Figure 1. Metal 1.
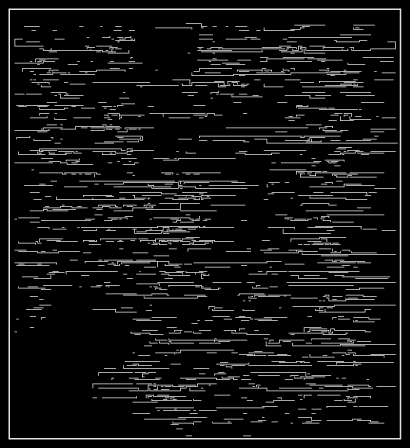
Figure 2. Met2 routing.
Bar = 20 um. Cells faint in the background.
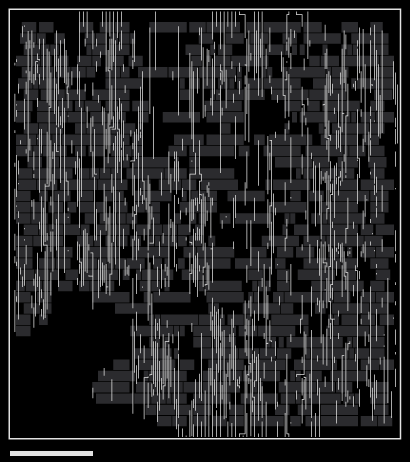
Figure 3. Signal wires on met3.
Bar = 20 um.
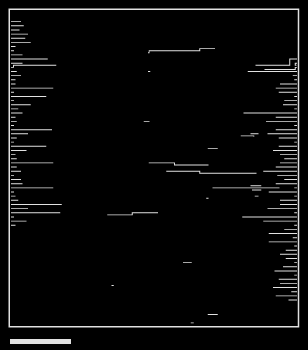
Figure 4. The metal 4 layer.
Cells faint in the background.
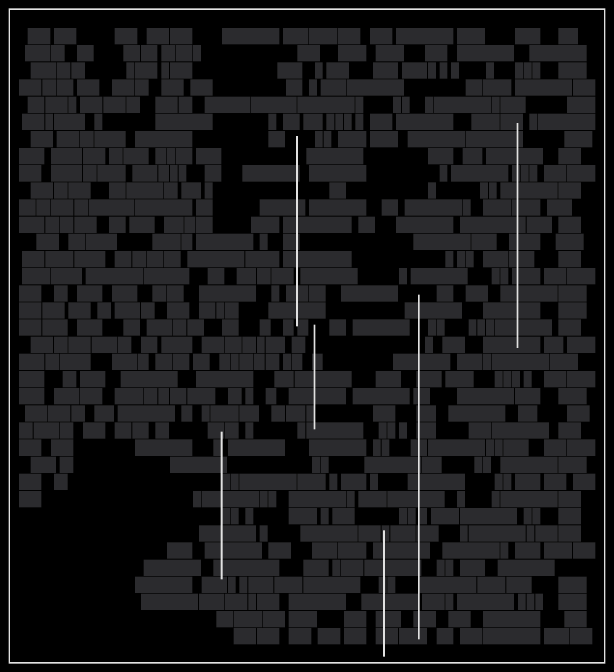
Figure 5. Routing congestion.
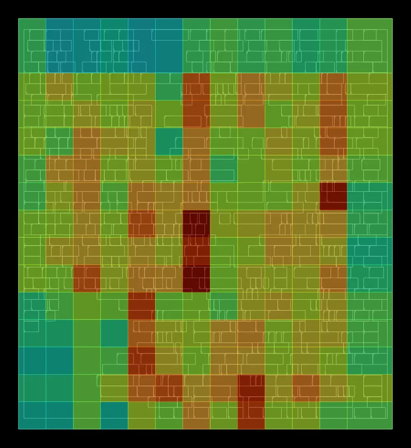
$ cat src/rtl/mem_arb_pkg.sv
// Shared types and default constants for the two-port memory read arbiter.
package mem_arb_pkg;

    typedef enum logic {
        IDLE,
        WAIT
    } arb_state_t;

    typedef enum logic [1:0] {
        OWNER_NONE,
        OWNER_I,
        OWNER_D
    } arb_owner_t;

    localparam int DEF_ADDR_WIDTH     = 16;
    localparam int DEF_DATA_WIDTH     = 32;
    localparam int DEF_INDEX_WIDTH    = 4;
    localparam int DEF_I_INDEX        = 15;
    localparam int DEF_D_INDEX        = 14;
    localparam int DEF_MAX_CONSEC_D   = 4;
    localparam int DEF_TIMEOUT_CYCLES = 255;
    localparam int TIMER_WIDTH        = 8;

endpackage

$ cat src/rtl/arb_fairness_ctr.sv
// Winner decision between I and D plus the consecutive-D counter that
// stops data reads from starving instruction fetch.
module arb_fairness_ctr
    import mem_arb_pkg::*;
#(
    parameter int MAX_CONSEC_D = DEF_MAX_CONSEC_D
) (
    input  logic clock_i,
    input  logic reset_n_i,
    input  logic arb_en,
    input  logic i_elig,
    input  logic d_elig,
    output logic grant_i,
    output logic grant_d
);

    localparam int CW = $clog2(MAX_CONSEC_D + 1);

    logic [CW-1:0] consec_d_reg;
    logic          i_priority;

    // I overrides D only once D has had its full run while I was waiting.
    assign i_priority = i_elig && (consec_d_reg == CW'(MAX_CONSEC_D));
    assign grant_i    = arb_en && i_elig && (!d_elig || i_priority);
    assign grant_d    = arb_en && d_elig && !i_priority;

    always_ff @(posedge clock_i or negedge reset_n_i) begin
        if (!reset_n_i) begin
            consec_d_reg <= '0;
        end else if (!i_elig || grant_i) begin
            consec_d_reg <= '0;
        end else if (grant_d) begin
            consec_d_reg <= consec_d_reg + 1'b1;
        end
    end

endmodule

$ cat src/rtl/mem_read_arbiter.sv
// Shares one memory read port between instruction fetch (I) and data (D),
// one transaction outstanding, with I flush and a stuck-read timeout.
module mem_read_arbiter
    import mem_arb_pkg::*;
#(
    parameter int                     ADDR_WIDTH     = DEF_ADDR_WIDTH,
    parameter int                     DATA_WIDTH     = DEF_DATA_WIDTH,
    parameter int                     INDEX_WIDTH    = DEF_INDEX_WIDTH,
    parameter logic [INDEX_WIDTH-1:0] I_INDEX        = INDEX_WIDTH'(DEF_I_INDEX),
    parameter logic [INDEX_WIDTH-1:0] D_INDEX        = INDEX_WIDTH'(DEF_D_INDEX),
    parameter int                     MAX_CONSEC_D   = DEF_MAX_CONSEC_D,
    parameter int                     TIMEOUT_CYCLES = DEF_TIMEOUT_CYCLES
) (
    input  logic                   clock_i,
    input  logic                   reset_n_i,
    input  logic                   i_enable_i,
    input  logic [ADDR_WIDTH-1:0]  i_address_i,
    input  logic                   i_flush_i,
    output logic                   i_grant_o,
    output logic                   i_valid_o,
    output logic [DATA_WIDTH-1:0]  i_data_o,
    input  logic                   d_enable_i,
    input  logic [ADDR_WIDTH-1:0]  d_address_i,
    output logic                   d_grant_o,
    output logic                   d_valid_o,
    output logic [DATA_WIDTH-1:0]  d_data_o,
    output logic                   mem_enable_o,
    output logic [ADDR_WIDTH-1:0]  mem_address_o,
    output logic [INDEX_WIDTH-1:0] mem_index_o,
    input  logic                   mem_response_i,
    input  logic [DATA_WIDTH-1:0]  mem_data_i,
    output logic                   timeout_o,
    output logic                   timeout_sticky_o
);

    arb_state_t             state_reg, state_next;
    arb_owner_t             owner_reg, owner_next;
    logic [TIMER_WIDTH-1:0] timer_reg, timer_next;
    logic                   drop_reg, drop_next;

    logic                   resp_ok, timeout_hit, arb_en;
    logic                   grant_i, grant_d;
    logic                   i_valid_reg, d_valid_reg;
    logic [DATA_WIDTH-1:0]  i_data_reg, d_data_reg;
    logic                   timeout_reg, sticky_reg;

    assign resp_ok     = (state_reg == WAIT) && mem_response_i;
    assign timeout_hit = (state_reg == WAIT) && !mem_response_i &&
                         (timer_reg == TIMER_WIDTH'(TIMEOUT_CYCLES - 1));
    // Gating with reset keeps the combinational issue outputs at 0 while held in reset.
    assign arb_en      = reset_n_i && ((state_reg == IDLE) || resp_ok);

    arb_fairness_ctr #(
        .MAX_CONSEC_D (MAX_CONSEC_D)
    ) u_fairness (
        .clock_i   (clock_i),
        .reset_n_i (reset_n_i),
        .arb_en    (arb_en),
        .i_elig    (i_enable_i && !i_flush_i),
        .d_elig    (d_enable_i),
        .grant_i   (grant_i),
        .grant_d   (grant_d)
    );

    always_ff @(posedge clock_i or negedge reset_n_i) begin
        if (!reset_n_i) begin
            state_reg <= IDLE;
            owner_reg <= OWNER_NONE;
            timer_reg <= '0;
            drop_reg  <= 1'b0;
        end else begin
            state_reg <= state_next;
            owner_reg <= owner_next;
            timer_reg <= timer_next;
            drop_reg  <= drop_next;
        end
    end

    always_comb begin
        state_next = state_reg;
        owner_next = owner_reg;
        timer_next = timer_reg;
        drop_next  = drop_reg;
        if (grant_i || grant_d) begin
            state_next = WAIT;
            owner_next = grant_i ? OWNER_I : OWNER_D;
            timer_next = '0;
            drop_next  = 1'b0;
        end else if (resp_ok || timeout_hit) begin
            state_next = IDLE;
            owner_next = OWNER_NONE;
            timer_next = '0;
            drop_next  = 1'b0;
        end else if (state_reg == WAIT) begin
            timer_next = timer_reg + 1'b1;
            if (i_flush_i && (owner_reg == OWNER_I)) begin
                drop_next = 1'b1;
            end
        end
    end

    always_comb begin
        mem_enable_o  = grant_i || grant_d;
        i_grant_o     = grant_i;
        d_grant_o     = grant_d;
        mem_address_o = '0;
        mem_index_o   = '0;
        if (grant_i) begin
            mem_address_o = i_address_i;
            mem_index_o   = I_INDEX;
        end else if (grant_d) begin
            mem_address_o = d_address_i;
            mem_index_o   = D_INDEX;
        end
    end

    // A flushed I response is consumed silently and leaves i_data_o untouched.
    always_ff @(posedge clock_i or negedge reset_n_i) begin
        if (!reset_n_i) begin
            i_valid_reg <= 1'b0;
            d_valid_reg <= 1'b0;
            i_data_reg  <= '0;
            d_data_reg  <= '0;
            timeout_reg <= 1'b0;
            sticky_reg  <= 1'b0;
        end else begin
            i_valid_reg <= resp_ok && (owner_reg == OWNER_I) && !drop_reg && !i_flush_i;
            d_valid_reg <= resp_ok && (owner_reg == OWNER_D);
            if (resp_ok && (owner_reg == OWNER_I) && !drop_reg && !i_flush_i) begin
                i_data_reg <= mem_data_i;
            end
            if (resp_ok && (owner_reg == OWNER_D)) begin
                d_data_reg <= mem_data_i;
            end
            timeout_reg <= timeout_hit;
            if (timeout_hit) begin
                sticky_reg <= 1'b1;
            end
        end
    end

    assign i_valid_o        = i_valid_reg;
    assign d_valid_o        = d_valid_reg;
    assign i_data_o         = i_data_reg;
    assign d_data_o         = d_data_reg;
    assign timeout_o        = timeout_reg;
    assign timeout_sticky_o = sticky_reg;

endmodule

$ cat config.mk
export PLATFORM = sky130hd
export DESIGN_NAME = mem_read_arbiter
export DESIGN_NICKNAME = d
export VERILOG_FILES = /design/src/rtl/mem_arb_pkg.sv /design/src/rtl/arb_fairness_ctr.sv /design/src/rtl/mem_read_arbiter.sv
export SDC_FILE = /design/constraint.sdc
export NUM_CORES = 1
export LEC_CHECK = 0
export CAP_MARGIN = 20
export CORE_ASPECT_RATIO = 1.1
export CORE_UTILIZATION = 40
export CTS_BUF_LIST = sky130_fd_sc_hd__clkbuf_4
export DETAILED_ROUTE_END_ITERATION = 8
export PLACE_DENSITY = 0.76
export SYNTH_ARGS = -nofsm -noshare
export SYNTH_HDL_FRONTEND = slang
export SYNTH_SLANG_ARGS = --single-unit
$ cat constraint.sdc
create_clock -name clock_i -period 2.1 [get_ports clock_i]
set_clock_uncertainty 0.15 [all_clocks]
set_input_delay 0.42 -clock clock_i [delete_from_list [all_inputs] [get_ports clock_i]]
set_output_delay 0.42 -clock clock_i [all_outputs]
set_load 0.03 [all_outputs]
==> changes_impl.md <==
## Implementation

- Status: complete, but fails checks
- Violated checks: setup timing
- Log Warnings: 30
- Chip footprint: 9740 um^2
- Family with the most delay on the worst path: buffers and inverters
- Post-synthesis cell area: 3740 um^2
- Initial Utilization: 0.417
- Antenna violations before repair: 0
- Largest net degree at the start of global routing: 39
- Vias: 3,172
- Reg2Reg Depth: 10
- Power density over cell area: 939 nW/um^2
- DRT Wirelength: 9510 um
- Worst Hold Slack: 0.214 ns
- CTS tree: built
- P_leak: 3.47 nW
- Ys cells: 358
- Placer Congestion: 0.811
- CP Launch Point: u_fairness.consec_d_reg[1]
- CP Buf/Inv Count: 3
- Final Worst Setup Slack: -0.470 ns
- Final Instance Count excl. Fillers: 660
- Cycle use final: 1.22
- Detailed placement HPWL: 6930 um
- First-pass GRT wire length: 14,600 um
- CP startpoint kind: flop
- Area of placed instances: 5600 um^2
- CP Cell Sequence: inv_2, ha_4, nand2_4, o21ai_4, clkbuf_16, mux2i_2, nor2_2, buf_6
- Post-placement cell count: 640
- # Taps: 114
- Final setup fails: 19
- Clock-cell share of area: 0.0235
- Comb area: 1630 um^2
- DRC viols: 0
- Required time worst endpoint: 1.53 ns
- Crit path max-delay cell type: dfrtp_1
- Flops out of synthesis: 83
-- Figure 1 (at the start) --
longest straight run: 31.5 um
main direction: horizontal
wire length on this layer: 3,990 um
share of all routed wire: 42%

-- Figure 2 (at the start) --
nets with wire on the layer: 525
main direction: vertical
longest straight run: 39.8 um
wire length on this layer: 4,640 um

-- Figure 3 (at the start) --
wire length on this layer: 701 um
share of all routed wire: 7.4%
nets with wire on the layer: 117
main direction: horizontal

-- Figure 4 (at the start) --
main direction: vertical
longest straight run: 54.4 um
nets with wire on the layer: 3

-- Figure 5 (at the start) --
total global-route track usage: 0.197
end-of-flow core utilization: 0.677

[per-layer routing]
layer / track usage / wire length [um] / up-vias
li1: - / - / 1548
met1: 0.240 / 3990 / 1476
met2: 0.334 / 4640 / 133
met3: 0.0453 / 700 / 15
met4: 0.0923 / 178 / 0
met5: 0 / 0 / -
[synthesized netlist by cell type]
cell type	number	share of area
a21o_1	2	0.0040
a21oi_1	7	0.0094
a31oi_1	2	0.0033
and2_1	17	0.028
and3_1	1	0.0017
buf_2	8	0.011
buf_4	4	0.0080
buf_6	3	0.0090
clkbuf_1	4	0.0040
clkbuf_2	1	0.0013
dfrtp_1	83	0.56
ha_1	4	0.013
inv_1	6	0.0060
mux2_1	3	0.0090
mux2_2	29	0.087
mux2i_1	16	0.043
nand2_1	103	0.10
nand2b_1	2	0.0033
nand2b_4	1	0.0037
nand3_1	3	0.0040
nand3b_1	1	0.0020
nand4_1	4	0.0067
nand4_2	1	0.0033
nand4b_1	1	0.0023
nand4b_2	1	0.0040
nor2_1	25	0.025
nor2b_1	1	0.0017
nor2b_2	1	0.0023
nor3_1	2	0.0027
nor3_2	1	0.0027
nor3b_1	1	0.0020
o2111ai_1	1	0.0023
o21ai_0	5	0.0067
o21ai_2	1	0.0023
o21bai_1	1	0.0020
o22ai_1	1	0.0017
o311a_1	1	0.0027
o31a_1	1	0.0023
or2_1	1	0.0017
or2_2	3	0.0050
or3_1	2	0.0033
xor2_1	3	0.0070
[tightest hold or removal path: stages]
cell,delay (ns)
buf_4,0.14
nand2_4,0.10
o21ai_0,0.09
[per-stage QoR]
stage	power (mW)	setup TNS, ns
finish	5.69	-8.19
global route	6.02	-10.26
CTS	5.78	-9.09
detailed placement	4.81	-7.58
global placement	4.75	-6.72
floorplan	3.60	0
[how the worst min path moves through the flow]
stage | end | slack [ns] | cells past startpoint
6_report | state_reg | 0.21 | 3
5_1_grt | state_reg | 0.21 | 3
4_1_cts | state_reg | 0.33 | 3
3_5_place_dp | state_reg | 0.30 | 2
3_3_place_gp | state_reg | 0.30 | 2
2_1_floorplan | d_data_o[0] | -0.03 | 0
[cells by family (layout without fill, tap and decap cells)]
family | Yosys count | in the layout | synth area share
multiplexers | 48 | 48 | 0.139
buffers and inverters | 26 | 214 | 0.0391
flip-flops | 83 | 83 | 0.555
adder cells (fa/ha/maj) | 4 | 4 | 0.0134
XOR/XNOR | 3 | 3 | 0.00702
AND/OR/NAND/NOR | 172 | 172 | 0.209
AND-OR/OR-AND | 22 | 22 | 0.0368
[report_power, final]
| group | internal [mW] | switching (mW) | total (mW) |
|---|---|---|---|
| logic | 1.06 | 1.42 | 2.48 |
| registers | 2.02 | 0.220 | 2.24 |
| clock network | 0.477 | 0.497 | 0.973 |
| total | 3.55 | 2.14 | 5.69 |
[what timing repair did]
item | 4_1_cts | 5_1_grt
setup buffers | 2 | 3
setup endpoints to repair | 32 | 62
pin swaps | 1 | 4
hold buffers | 1 | 0
endpoints found under the hold margin | 83 | 0
gates cloned | 0 | 1
gates resized | 33 | 61
Power figures rest on the tool's default switching activity, not on a simulated workload.
